## src/rtl/shift_seq_ctrl_if.sv

```systemverilog
// Command/data bundle between a host and shift_seq_ctrl.
// abort/aborted exist only when SHIFT_ABORT_EN is defined.
interface shift_seq_ctrl_if #(
    parameter int unsigned WIDTH = 4,
    parameter int unsigned CNT_W = 3
);
    logic             cmd_valid;
    logic             cmd_ready;
    logic [1:0]       cmd_op;
    logic [CNT_W-1:0] cmd_cnt;
    logic             cmd_sin;
    logic [WIDTH-1:0] pin;
    logic [WIDTH-1:0] q;
    logic             busy;
    logic             done;
`ifdef SHIFT_ABORT_EN
    logic             abort;
    logic             aborted;

    modport master (
        output cmd_valid, cmd_op, cmd_cnt, cmd_sin, pin, abort,
        input  cmd_ready, q, busy, done, aborted
    );
    modport slave (
        input  cmd_valid, cmd_op, cmd_cnt, cmd_sin, pin, abort,
        output cmd_ready, q, busy, done, aborted
    );
`else
    modport master (
        output cmd_valid, cmd_op, cmd_cnt, cmd_sin, pin,
        input  cmd_ready, q, busy, done
    );
    modport slave (
        input  cmd_valid, cmd_op, cmd_cnt, cmd_sin, pin,
        output cmd_ready, q, busy, done
    );
`endif
endinterface

```

## src/rtl/shift_seq_ctrl.sv

```systemverilog
// Command-driven sequencer for a WIDTH-bit shift register: load/shl/shr/rotl, one step per clock.
// Optional SHIFT_ABORT_EN adds abort/aborted on the interface.
module shift_seq_ctrl #(
    parameter int unsigned WIDTH = 4,
    parameter int unsigned CNT_W = 3
) (
    input  logic            clk,
    input  logic            reset,
    shift_seq_ctrl_if.slave bus
);
    typedef enum logic [1:0] {S_IDLE, S_EXEC, S_DONE} state_e;
    typedef enum logic [1:0] {OP_LOAD = 2'b00, OP_SHL = 2'b01, OP_SHR = 2'b10, OP_ROTL = 2'b11} op_e;
    typedef struct packed {
        op_e              op;
        logic             sin;
        logic [WIDTH-1:0] pin;
    } cmd_t;

    state_e           state_q, state_d;
    cmd_t             cmd_q, cmd_d;
    logic [CNT_W-1:0] rem_q, rem_d;
    logic [WIDTH-1:0] q_q, q_d;
    logic             cmd_ready_q, cmd_ready_d;
    logic             busy_q, busy_d;
    logic             done_q, done_d;
    logic             abort_req;

`ifdef SHIFT_ABORT_EN
    logic aborted_q, aborted_d;

    assign abort_req = bus.abort;

    always_comb begin
        aborted_d = (state_q == S_EXEC) && bus.abort;
    end

    always_ff @(posedge clk or posedge reset) begin
        if (reset) aborted_q <= 1'b0;
        else       aborted_q <= aborted_d;
    end

    assign bus.aborted = aborted_q;
`else
    assign abort_req = 1'b0;
`endif

    // Next-state, datapath step and registered-output decode
    always_comb begin
        state_d = state_q;
        cmd_d   = cmd_q;
        rem_d   = rem_q;
        q_d     = q_q;
        case (state_q)
            S_IDLE: begin
                if (bus.cmd_valid) begin
                    cmd_d.op  = op_e'(bus.cmd_op);
                    cmd_d.sin = bus.cmd_sin;
                    cmd_d.pin = bus.pin;
                    if (op_e'(bus.cmd_op) == OP_LOAD) begin
                        rem_d   = CNT_W'(1);
                        state_d = S_EXEC;
                    end else if (bus.cmd_cnt != '0) begin
                        rem_d   = bus.cmd_cnt;
                        state_d = S_EXEC;
                    end else begin
                        rem_d   = '0;
                        state_d = S_DONE;
                    end
                end
            end
            S_EXEC: begin
                if (abort_req) begin
                    state_d = S_DONE;
                end else begin
                    case (cmd_q.op)
                        OP_LOAD: q_d = cmd_q.pin;
                        OP_SHL:  q_d = {q_q[WIDTH-2:0], cmd_q.sin};
                        OP_SHR:  q_d = {cmd_q.sin, q_q[WIDTH-1:1]};
                        default: q_d = {q_q[WIDTH-2:0], q_q[WIDTH-1]};
                    endcase
                    rem_d = rem_q - CNT_W'(1);
                    if (rem_q == CNT_W'(1)) state_d = S_DONE;
                end
            end
            S_DONE:  state_d = S_IDLE;
            default: state_d = S_IDLE;
        endcase
        cmd_ready_d = (state_d == S_IDLE);
        busy_d      = (state_d != S_IDLE);
        done_d      = (state_d == S_DONE);
    end

    always_ff @(posedge clk or posedge reset) begin
        if (reset) begin
            state_q     <= S_IDLE;
            cmd_q       <= '0;
            rem_q       <= '0;
            q_q         <= '0;
            cmd_ready_q <= 1'b1;
            busy_q      <= 1'b0;
            done_q      <= 1'b0;
        end else begin
            state_q     <= state_d;
            cmd_q       <= cmd_d;
            rem_q       <= rem_d;
            q_q         <= q_d;
            cmd_ready_q <= cmd_ready_d;
            busy_q      <= busy_d;
            done_q      <= done_d;
        end
    end

    assign bus.q         = q_q;
    assign bus.cmd_ready = cmd_ready_q;
    assign bus.busy      = busy_q;
    assign bus.done      = done_q;
endmodule

```

## src/flat_wrapper.sv

```systemverilog
// flat-port wrapper written by rule: the top's interface ports become plain ports
module shift_seq_ctrl_flat 
#(
    parameter int unsigned WIDTH = 4,
    parameter int unsigned CNT_W = 3
)
  (clk, reset, bus_cmd_valid, bus_cmd_op, bus_cmd_cnt, bus_cmd_sin, bus_pin, bus_cmd_ready, bus_q, bus_busy, bus_done);
  shift_seq_ctrl_if #(.WIDTH(WIDTH), .CNT_W(CNT_W)) bus_i ();
  input  logic clk;
  input  logic reset;
  input wire logic [$bits(bus_i.cmd_valid)-1:0] bus_cmd_valid;
  input wire logic [$bits(bus_i.cmd_op)-1:0] bus_cmd_op;
  input wire logic [$bits(bus_i.cmd_cnt)-1:0] bus_cmd_cnt;
  input wire logic [$bits(bus_i.cmd_sin)-1:0] bus_cmd_sin;
  input wire logic [$bits(bus_i.pin)-1:0] bus_pin;
  output wire logic [$bits(bus_i.cmd_ready)-1:0] bus_cmd_ready;
  output wire logic [$bits(bus_i.q)-1:0] bus_q;
  output wire logic [$bits(bus_i.busy)-1:0] bus_busy;
  output wire logic [$bits(bus_i.done)-1:0] bus_done;
  assign bus_i.cmd_valid = bus_cmd_valid;
  assign bus_i.cmd_op = bus_cmd_op;
  assign bus_i.cmd_cnt = bus_cmd_cnt;
  assign bus_i.cmd_sin = bus_cmd_sin;
  assign bus_i.pin = bus_pin;
  assign bus_cmd_ready = bus_i.cmd_ready;
  assign bus_q = bus_i.q;
  assign bus_busy = bus_i.busy;
  assign bus_done = bus_i.done;
  shift_seq_ctrl #(.WIDTH(WIDTH), .CNT_W(CNT_W)) u_core (.clk(clk), .reset(reset), .bus(bus_i));
endmodule
```

## config.mk

```make
export PLATFORM = sky130hd
export DESIGN_NAME = shift_seq_ctrl_flat
export DESIGN_NICKNAME = d
export VERILOG_FILES = /design/src/rtl/shift_seq_ctrl_if.sv /design/src/rtl/shift_seq_ctrl.sv /design/src/flat_wrapper.sv
export SDC_FILE = /design/constraint.sdc
export NUM_CORES = 1
export LEC_CHECK = 0
export CORE_MARGIN = 2
export CORE_UTILIZATION = 52
export DETAILED_ROUTE_END_ITERATION = 12
export PLACE_DENSITY_LB_ADDON = 0.25
export SKIP_LAST_GASP = 1
export SLEW_MARGIN = 20
export SYNTH_ARGS = -nofsm -noshare
export SYNTH_HDL_FRONTEND = slang
export SYNTH_SLANG_ARGS = --single-unit
export TNS_END_PERCENT = 100
```

## constraint.sdc

```tcl
create_clock -name clk -period 2.69 [get_ports clk]
set_input_delay 0.538 -clock clk [delete_from_list [all_inputs] [get_ports clk]]
set_output_delay 0.538 -clock clk [all_outputs]
set_load 0.05 [all_outputs]
```

==> CHANGELOG.md, run 1 <==
## Implementation

* Area leader, netlist: dfrtp_1
* FP Rows at 15
* Via count at 608
* Nets at 111
* Cell area after layout at 1140 um2
* Sw frac at 39.9%
* Seq pwr at 0.000555 W
* Largest Register: u_core.cmd_q
* # Cells Yosys at 73
* Final Cycle Share at 79.7%
* Mux share at 19.3%
* Levels on crit path at 1
* Min-Delay Path Depth at 1
* Post-Layout Cell Count at 112
* Top pwr grp: combinational logic
* Count of tool warnings at 27
* CP Cell Sequence: clkdlybuf4s50_1
* Simple Share, Synth at 10.9%
* Worst slack at placement at 0.748 ns
* Flop pwr share at 40.0%
* Xor+xnor area frac at 0%
* EDFF count, synth at 0
* Max_cap viols at 0
* R2r setup slk at 1.34 ns
* Placer Congestion at 0.877
* Synth Net Count at 88
* M1 WL at 687 um
* Top logic cells by instance count in the layout: clkdlybuf4s50_1, dfrtp_1, mux2_2, nand2_1, o21ai_0
* Detailed Route Iter0 Violations at 7
* Hold Slack at 0.520 ns
* Critical Path RT at 2.15 ns
* Top cells, area: dfrtp_1, mux2_2, mux2i_1, o21ai_0, nand2_1
* Vias in the first global route at 590
* Leading cell kind: registers
* Top-area cell share at 49.2%
* CP max stage cell: clkdlybuf4s50_1
* Seq/Total Area, Yosys at 52.0%
* Yosys Chip Area at 916 um2
* Worst path max stage delay at 0.79 ns
* Lkg Pwr at 0.499 nW
* Plain + repair buffers at 20
* Flop share of the area at 41.6%
* Status: completed
* Slew @ Worst Pin at 0.716 ns
* Post-route ant nets at 0
* Synth Area per Inst at 12.5 um2
* HP Class: register to register
* CTS Hold Bufs at 0
* CTS tree: yes
* Post-CTS Setup Inserts at 0
* Top layer in use: met4
* Die Size at 2110 um2
* Top logic family: multiplexers
* Gr ovfl total at 0
* Buf+Inv Stages, Crit Path at 1
* Number of buffers created by CTS at 3
* CP startpoint kind: register
* Global routing usage on met1 at 18.1%
* First-pass GRT wire length at 2.52 mm
* Worst Setup Slack, final at 0.545 ns
* Total track usage at 17.6%
* First element of the critical path: u_core.bus.cmd_ready
* Peak VDD IR at 0.659 mV
* CLK BUF at 4
* Combinational gate area at 408 um2
* DRC violations left at 0
* Critical R2R Launch: u_core.state_q[1]
* Critical path class: register to output pin
* Slew headroom at 52.2%
* Drt via density at 5.43
* Core box area at 1690 um2
* Yosys adder share at 2.73%
* Placed insts at 108
* Distinct lib cells at 26
* Hold path start: u_core.cmd_q[2]
* Logic power comb at 0.000692 W
* Clock network fraction of design power at 10.1%
* RSZ-0062 raised after global routing: false
* Maximum clock rate at 466 MHz
* Util after Layout at 67.8%
* Comb pwr share at 49.9%
Figure 1. Wires at chosen ports, followed through buffers (run 1).
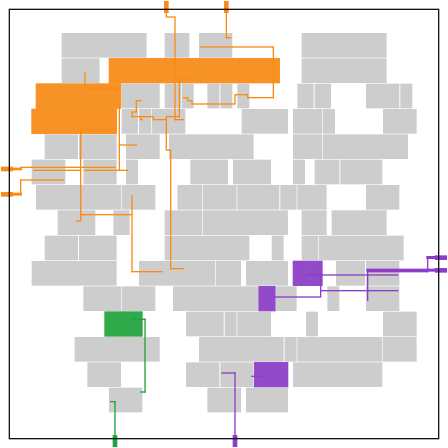
colour	port	bits	direction	edge	end cells	buffers	wire
purple	bus_cmd_cnt	3	input	2 east, 1 south	4	3	54.0 um
orange	bus_q	4	output	2 north, 2 west	4	4	147 um
green	bus_cmd_sin	1	input	south	1	1	13.7 um

Figure 2. Signal wires by layer (run 1).
Scale bar: 10 um.
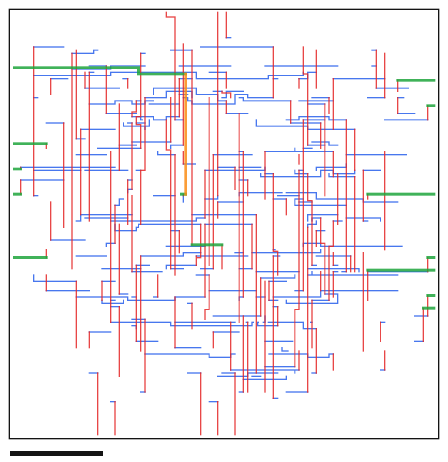
colour	layer	wire length
red	M2	828 um
blue	M1	687 um
green	M3	52.2 um
orange	M4	12.9 um

Figure 3. Cell outlines without signal wires (run 1).
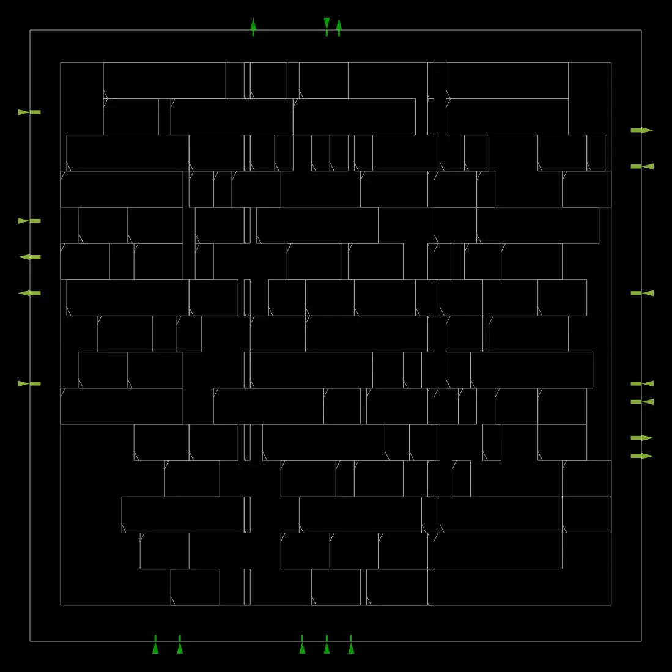
Seq cells: 19
Fillers: 129

Figure 4. Ports around the boundary (run 1).
Pins as bars across the die edge, other pins in grey.
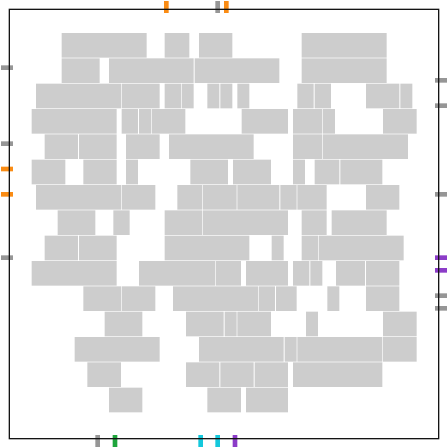
colour	port	pins	direction	edge
green	bus_cmd_sin	1	input	south
purple	bus_cmd_cnt	3	input	2 east, 1 south
cyan	bus_cmd_op	2	input	south
orange	bus_q	4	output	2 north, 2 west
die height: 46.0 um
Die Width: 46.0 um
I/O Buffers: 19

==> run 2: changes to the inputs <==
--- a/config.mk
+++ b/config.mk
@@ -6,7 +6,7 @@
 export NUM_CORES = 1
 export LEC_CHECK = 0
 export CORE_MARGIN = 2
-export CORE_UTILIZATION = 52
+export CORE_UTILIZATION = 44
 export DETAILED_ROUTE_END_ITERATION = 12
 export PLACE_DENSITY_LB_ADDON = 0.25
 export SKIP_LAST_GASP = 1
==> constraint.sdc (replaced) <==
create_clock -name clk -period 1.8 [get_ports clk]
set_input_delay 0.36 -clock clk [delete_from_list [all_inputs] [get_ports clk]]
set_output_delay 0.36 -clock clk [all_outputs]
set_load 0.05 [all_outputs]
Figure 5. Ports around the boundary (run 2).
Pins as bars across the die edge, other pins in grey.
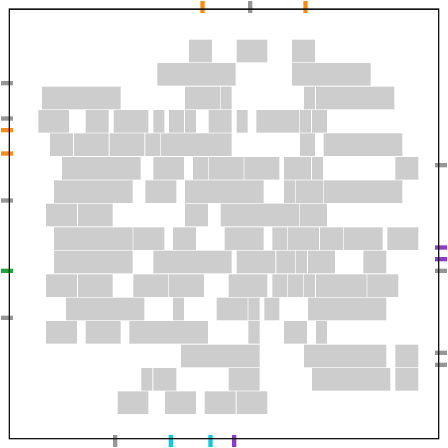
colour	port	pins	direction	edge
purple	bus_cmd_cnt	3	input	2 east, 1 south
orange	bus_q	4	output	2 north, 2 west
cyan	bus_cmd_op	2	input	south
green	bus_cmd_sin	1	input	west
all pins by edge	7 west, 6 east, 4 south, 3 north
Die Width: 49.6 um
die height: 49.6 um

Figure 6. Signal wires by layer (run 2).
Scale bar: 10 um.
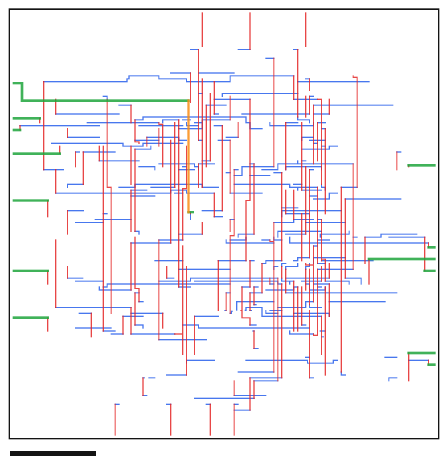
colour	layer	wire length
red	M2	738 um
orange	M4	12.9 um
green	M3	59.3 um
blue	M1	705 um
via count: 635
routed len/inst: 12.2 um
total track usage: 14.6%
Total Wirelength: 1.52 mm

==> run 2 against run 1 <==
  * Clock power up 45%
  * Core utilization is 8.9 points lower
  * Flip-flop count did not move
  * First-iteration DRC count up 43%
  * Critical path type is now input pin to register
  * Synthesized area is the same
  * Non-clock buffer count increased by 2
  * Clock-buffer cell count unchanged
  * Die size increased by 17%
==> CHANGELOG.md, run 2 <==
## Implementation

* Mux share at 19.3% (unchanged)
* Seq cells at 19 (unchanged)
* Area leader, netlist: dfrtp_1 (unchanged)
* Status: completed (unchanged)
* Top cells, area: dfrtp_1, mux2_2, mux2i_1, o21ai_0, nand2_1 (unchanged)
* Hold Slack at 0.379 ns (was 0.520 ns)
* First-pass GRT wire length at 2.73 mm (was 2.52 mm)
* First element of the critical path: bus_cmd_valid (was u_core.bus.cmd_ready)
* Logic power comb at 0.00100 W (was 0.000692 W)
* Plain + repair buffers at 22 (was 20)
* Worst path max stage delay at 0.47 ns (was 0.79 ns)
* Gr ovfl total at 0 (unchanged)
* Yosys Chip Area at 916 um2 (unchanged)
* Die Size at 2460 um2 (was 2110 um2)
* EDFF count, synth at 0 (unchanged)
* Root Driver: clkbuf_4 (unchanged)
* M1 WL at 704 um (was 687 um)
* Buf+Inv Stages, Crit Path at 2 (was 1)
* Critical R2R Launch: u_core.state_q[1] (unchanged)
* Yosys adder share at 2.73% (unchanged)
* Slew headroom at 78.6% (was 52.2%)
* Core box area at 1960 um2 (was 1690 um2)
* HP Class: input pin to asynchronous set/reset pin (was register to register)
* Peak VDD IR at 0.982 mV (was 0.659 mV)
* Placed insts at 120 (was 108)
* Nets at 113 (was 111)
* Register Area at 477 um2 (unchanged)
* Top layer in use: met4 (unchanged)
* Max_cap viols at 0 (unchanged)
* Global routing usage on met1 at 18.9% (was 18.1%)
* CTS Hold Bufs at 0 (unchanged)
* Flop pwr share at 40.8% (was 40.0%)
* Lkg Pwr at 0.517 nW (was 0.499 nW)
* Synth Net Count at 88 (unchanged)
* Simple Share, Synth at 10.9% (unchanged)
* Critical Path RT at 1.97 ns (was 2.15 ns)
* Final Cycle Share at 75.8%
* CP max stage cell: clkdlybuf4s50_1 (unchanged)
* Critical path class: input pin to register (was register to output pin)
* R2r setup slk at 0.43 ns (was 1.34 ns)
* Clock Skews at 0.00911 ns (was 0.00641 ns)
* Distinct lib cells at 26 (unchanged)
* Synth Area per Inst at 12.5 um2 (unchanged)
* Synthesized area at 916 um2 (unchanged)
* Seq pwr at 0.000831 W (was 0.000555 W)
* Top logic family: multiplexers (unchanged)
* # Taps at 27 (was 17)
* NetSw at 0.000816 W (was 0.000554 W)
* Number of buffers created by CTS at 3 (unchanged)
* Util after Layout at 58.9% (was 67.8%)
* Worst Setup Slack, final at 0.435 ns (was 0.545 ns)
* Ys Warns at 0 (unchanged)
* DRC violations left at 0 (unchanged)
* Drt via density at 5.12 (was 5.43)
* Number of multi-input logic gates at 48 (unchanged)
* Sw frac at 40.0% (was 39.9%)
* WL met3 at 59 um (was 52 um)
* Top logic cells by instance count in the layout: dfrtp_1, clkdlybuf4s50_1, mux2_2, buf_4, nand2_1 (was clkdlybuf4s50_1, dfrtp_1, mux2_2, nand2_1, o21ai_0)
* CLK BUF at 4 (unchanged)
* Ant diodes at 0 (unchanged)
* Placer Congestion at 0.828 (was 0.877)
* CTS tree: yes (unchanged)
* Post-CTS Setup Inserts at 0 (unchanged)
* Mapped Cells at 73 (unchanged)
* Post-route ant nets at 0 (unchanged)
* Xor+xnor area frac at 0% (unchanged)
* Initial antenna violation count at 0 (unchanged)
* Clock network fraction of design power at 10.0% (was 10.1%)
* Flop share of the area at 41.3% (was 41.6%)
* Seq/Total Area, Yosys at 52.0% (unchanged)
* Count of tool warnings at 27 (unchanged)
* # Cells Yosys at 73 (unchanged)
* Top-area cell share at 49.2% (unchanged)
* Slew @ Worst Pin at 0.321 ns (was 0.716 ns)
* Combinational gate area at 408 um2 (unchanged)
* CP startpoint kind: input pin (was register)
* Cell area after layout at 1150 um2 (was 1140 um2)
* Post-Layout Cell Count at 124 (was 112)
* Comb pwr share at 49.2% (was 49.9%)
* Levels on crit path at 4 (was 1)
* Detailed Route Iter0 Violations at 10 (was 7)
* FP Rows at 16 (was 15)
* Maximum clock rate at 733 MHz
* CP Cell Sequence: clkdlybuf4s50_1 -> nor3b_2 -> buf_4 -> mux2_2 (was clkdlybuf4s50_1)
* Top pwr grp: combinational logic (unchanged)
* I/O Buffers at 19 (unchanged)
* RSZ-0062 raised after global routing: false (unchanged)
* Fillers at 182 (was 129)
* Leading cell kind: registers (unchanged)
* Worst slack at placement at 0.145 ns (was 0.748 ns)
No activity file was given, so power comes from the tool's default toggle rates.
